Figure 1. Clock wiring as the flow saved it.
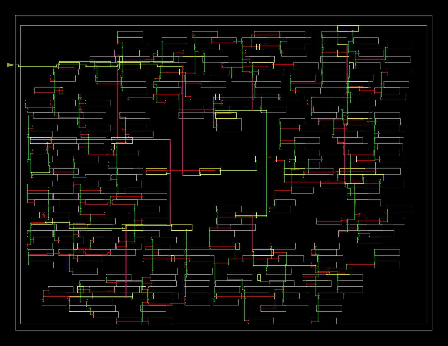
Figure 2. Placement by cell class.
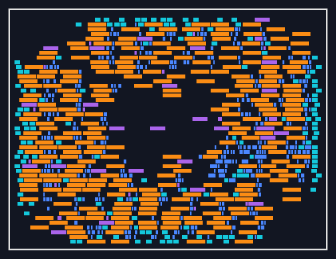
[src/rtl/if_id_queue.sv]
// Fetch-to-decode instruction queue: a DEPTH-entry FIFO of (PC, instruction) pairs
// with valid/ready handshakes on both sides and a flush that empties it on a redirect.
module if_id_queue #(
  parameter int unsigned DEPTH = 4,
  parameter int unsigned WIDTH = 32
) (
  input  logic                       clk,
  input  logic                       reset,
  input  logic                       enq_valid,
  output logic                       enq_ready,
  input  logic [WIDTH-1:0]           enq_pc,
  input  logic [WIDTH-1:0]           enq_inst,
  output logic                       deq_valid,
  input  logic                       deq_ready,
  output logic [WIDTH-1:0]           deq_pc,
  output logic [WIDTH-1:0]           deq_inst,
  input  logic                       flush,
  output logic [$clog2(DEPTH):0]     count
);

  localparam int unsigned PtrW = $clog2(DEPTH);
  localparam int unsigned CntW = PtrW + 1;

  logic [WIDTH-1:0] pc_mem   [DEPTH];
  logic [WIDTH-1:0] inst_mem [DEPTH];

  logic [PtrW-1:0] rd_ptr_q, rd_ptr_d;
  logic [PtrW-1:0] wr_ptr_q, wr_ptr_d;
  logic [CntW-1:0] count_q, count_d;
  logic            enq_fire, deq_fire;

  // Handshake outputs depend on registered state only; flush acts after the edge.
  assign enq_ready = (count_q != CntW'(DEPTH));
  assign deq_valid = (count_q != '0);
  assign enq_fire  = enq_valid & enq_ready;
  assign deq_fire  = deq_valid & deq_ready;

  assign deq_pc   = pc_mem[rd_ptr_q];
  assign deq_inst = inst_mem[rd_ptr_q];
  assign count    = count_q;

  always_comb begin
    rd_ptr_d = rd_ptr_q;
    wr_ptr_d = wr_ptr_q;
    count_d  = count_q;
    if (flush) begin
      rd_ptr_d = '0;
      wr_ptr_d = '0;
      count_d  = '0;
    end else begin
      // Power-of-two depth lets the pointers wrap by plain overflow.
      if (enq_fire) wr_ptr_d = wr_ptr_q + PtrW'(1);
      if (deq_fire) rd_ptr_d = rd_ptr_q + PtrW'(1);
      unique case ({enq_fire, deq_fire})
        2'b10:   count_d = count_q + CntW'(1);
        2'b01:   count_d = count_q - CntW'(1);
        default: count_d = count_q;
      endcase
    end
  end

  always_ff @(posedge clk or posedge reset) begin
    if (reset) begin
      rd_ptr_q <= '0;
      wr_ptr_q <= '0;
      count_q  <= '0;
    end else begin
      rd_ptr_q <= rd_ptr_d;
      wr_ptr_q <= wr_ptr_d;
      count_q  <= count_d;
    end
  end

  // Storage is deliberately left out of reset and untouched by flush.
  always_ff @(posedge clk) begin
    if (enq_fire && !flush) begin
      pc_mem[wr_ptr_q]   <= enq_pc;
      inst_mem[wr_ptr_q] <= enq_inst;
    end
  end

endmodule

[config.mk]
export PLATFORM = sky130hd
export DESIGN_NAME = if_id_queue
export DESIGN_NICKNAME = d
export VERILOG_FILES = /design/src/rtl/if_id_queue.sv
export SDC_FILE = /design/constraint.sdc
export NUM_CORES = 1
export LEC_CHECK = 0
export ABC_AREA = 1
export CORE_ASPECT_RATIO = 0.75
export CORE_MARGIN = 2
export CORE_UTILIZATION = 42
export DETAILED_ROUTE_END_ITERATION = 10
export PLACE_DENSITY = 0.72
export SYNTH_ARGS = -nofsm -noshare
export SYNTH_HDL_FRONTEND = slang
export SYNTH_SLANG_ARGS = --single-unit
[constraint.sdc]
create_clock -name clk -period 5.52 [get_ports clk]
set_clock_uncertainty 0.1 [all_clocks]
set_input_delay 0.828 -clock clk [delete_from_list [all_inputs] [get_ports clk]]
set_output_delay 0.828 -clock clk [all_outputs]
set_load 0.05 [all_outputs]
==> summary.rpt <==
==== FLOW RESULTS ====
----------------------------------------------------
[Run status]
  Run status ........................ completed

[Clock tree]
  H-tree depth reported by CTS ........................ 1
  CTS clk-pin slew, worst paths ........................ 0.06 ns
  Setup fix buffers added after clock tree synthesis ........................ 0
  Number of buffers on the longest clock path ........................ 3
  Quantity of gates resized following cts ........................ 0
  Clk sink count ........................ 263
  Insertion delay to the later sink of the worst-skew pair ........................ 0.50 ns

[Synth]
  Yosys-reported design area after synthesis ........................ 9990 um2
  Ys cells ........................ 683
  Complex-gate fraction of the synthesized area ........................ 0.108
  Number of nets at floorplan ........................ 757
  Netlist area before placement ........................ 9990 um2
  Number of library cell types mapped by synthesis ........................ 27
  Count of library flops with an enable pin ........................ 256
  Fraction of synthesized cell area taken by the top area cell type ........................ 0.769
  Cell types with the largest area share after synthesis ........................ sky130_fd_sc_hd__edfxtp_1 (77%), sky130_fd_sc_hd__nor2_1 (5.0%), sky130_fd_sc_hd__o21ai_0 (4.2%)
  Cell type with the largest total area ........................ sky130_fd_sc_hd__edfxtp_1
  Share of the yosys chip area belonging to registers ........................ 0.787
  Adder and majority gate portion of the synthesized area ........................ 0.00701
  Largest logic family ........................ AND-OR/OR-AND gates
  Mean area per synthesized cell ........................ 14.6 um2

[Critical path]
  Worst setup path class ........................ reg2out
  Sequence of cells on the critical path ........................ inv_4 > buf_4 > o21ai_1 > o22ai_1 > clkdlybuf4s50_1
  Number of cells on the worst reg-to-reg path ........................ 7
  Instance count on the critical path ........................ 5
  Critical path required time ........................ 4.59 ns
  Largest incremental delay on the critical path ........................ 0.83 ns
  Arrival time of the worst setup path ........................ 3.55 ns
  Highest net fanout along the worst path ........................ 97
  Highest-delay cell along the critical path ........................ sky130_fd_sc_hd__clkdlybuf4s50_1
  Startpoint type of the worst setup path ........................ flip-flop
  CP endpoint kind ........................ primary output
  Gate family responsible for the most delay along the worst path ........................ buffers and inverters
  Buffers plus inverters on the worst setup path ........................ 3

[Timing]
  Sum of negative setup slack ........................ 0 ns
  Total of endpoints with negative setup slack in the final report ........................ 0
  Max Slew Vio Count ........................ 0
  Final Hold Viols ........................ 0
  Cycle use final ........................ 0.812
  Unrepaired setup endpoints after global routing ........................ false
  Max transition margin ........................ 0.283

[Global routing]
  Pin count of the biggest net entering global routing ........................ 98
  Global-route congestion overflow total ........................ 0
  Global router's overall resource usage ........................ 0.162

[Placement]
  Detailed placement HPWL ........................ 11400 um
  Final weighted congestion of routability-driven global placement ........................ 0.738
  Total placed cells including tap cells ........................ 1087
  Number of I/O port buffers ........................ 137

[Drt]
  Per-cell via count in the routed design ........................ 5.21
  Total wire length ........................ 20500 um
  Violation count after the first detailed-route iteration ........................ 479
  Detailed-routing iteration count for the pre-antenna-repair pass ........................ 5
  Wire length per cell ........................ 18.1 um
  Count of antenna-violating nets left after detailed routing ........................ 0

[Floorplan]
  Total die size ........................ 25100 um2
  # IOs ........................ 138
  Width of the chip ........................ 182 um
  TAP cells ........................ 300
  Vertical die dimension ........................ 138 um
  Floorplan core density ........................ 0.431

[Cells and area]
  Area taken by flip-flops and latches ........................ 7870 um2
  Buffering overhead ........................ 0.118
  Post-route non-filler standard cell count ........................ 1132
  Clock buffer and inverter area fraction after layout ........................ 0.0617
  Multi-In Gates ........................ 363
  Register share of the cell area ........................ 0.638
  Layout Area Growth over Synthesis ........................ 23.5%
  Most frequent cells in the layout ........................ sky130_fd_sc_hd__edfxtp_1 (256), sky130_fd_sc_hd__clkdlybuf4s50_1 (137), sky130_fd_sc_hd__nor2_1 (128)
  Buffers outside the clock class ........................ 146
  Share of final-layout standard cells stronger than drive strength 1 ........................ 0.0757
  Most used logic cell in the final layout ........................ sky130_fd_sc_hd__edfxtp_1

[Hold path]
  Class of the tightest hold or removal check ........................ in2async

[Pwr]
  Power per unit of standard cell area ........................ 491 nW/um2
  Lkg Pwr ........................ 0.00408 uW
  Power dissipated by switching net loads ........................ 2220 uW
  Portion of total power attributed to sequential cells ........................ 0.396
  Switching Share ........................ 0.366

[Job]
  Log Warnings ........................ 29

----------------------------------------------------
Notes on Figure 1 above:
number of CTS-inserted buffers: 25
# clk buffers: 35

Notes on Figure 2 above:
Purple marks clock drivers and dummy loads, cells 45, share of their area 6.4%. Cyan marks remaining buffers and delay cells, cells 146, share of their area 12%. Blue marks combinational and other logic, cells 378, share of their area 16%. Orange marks sequential cells, cells 263, share of their area 66%.

-- final timing paths --
check | slack (ns) | end | start
max | 1.04 | deq_inst[20] | rd_ptr_q[0]
min | 0.47 | count[0] | reset
max reg2reg | 2.89 | pc_mem[0][14] | count[1]
min reg2reg | 0.53 | count[1] | count[1]
max in group asynchronous | 4.59 | rd_ptr_q[1] | reset
min in group clk | 0.53 | count[1] | count[1]
-- per-stage QoR --
stage | setup WS, ns | area, um2 | total power, uW | hold WS (ns) | utilization
5_1_grt | 0.830 | 12300 | 6330 | 0.476 | 0.532
2_1_floorplan | 0.906 | 9990 | 3890 | 0.462 | -
3_5_place_dp | 1.53 | 11600 | 4520 | 0.497 | 0.499
4_1_cts | 0.990 | 12300 | 6120 | 0.461 | 0.532
6_report | 1.04 | 12300 | 6060 | 0.470 | 0.532
3_3_place_gp | 1.61 | 11600 | 4500 | 0.482 | 0.499
-- metal layers --
layer,GRT usage,up-vias,wire length (um)
li1,-,2823,-
met1,0.220,2887,9280
met2,0.273,169,9730
met3,0.0373,19,1310
met4,0.0327,0,220
met5,0,-,0
-- cell families (layout without fill, tap and decap cells) --
logic type	count (synthesis)	count (layout)
DFF	263	263
buffers and inverters	57	206
AOI/OAI and AO/OA	198	198
adders and majority gates	5	5
xor gates and xnor gates	1	1
and+or+nand+nor	159	159
-- power groups by stage --
stage | registers [uW] | logic [uW] | clock network, uW
after floorplan | 2420 | 1470 | 0
after global placement | 2440 | 2060 | 0
after detailed placement | 2440 | 2080 | 0
after CTS | 2400 | 2090 | 1630
after global routing | 2410 | 2200 | 1720
final | 2400 | 2070 | 1590
-- registers in the layout, indices dropped and copies added (netlist names) --
register	count
wr_ptr_q	2
count	3
pc_mem	128
inst_mem	128
rd_ptr_q	2
Power is estimated from default activity; no workload was simulated.
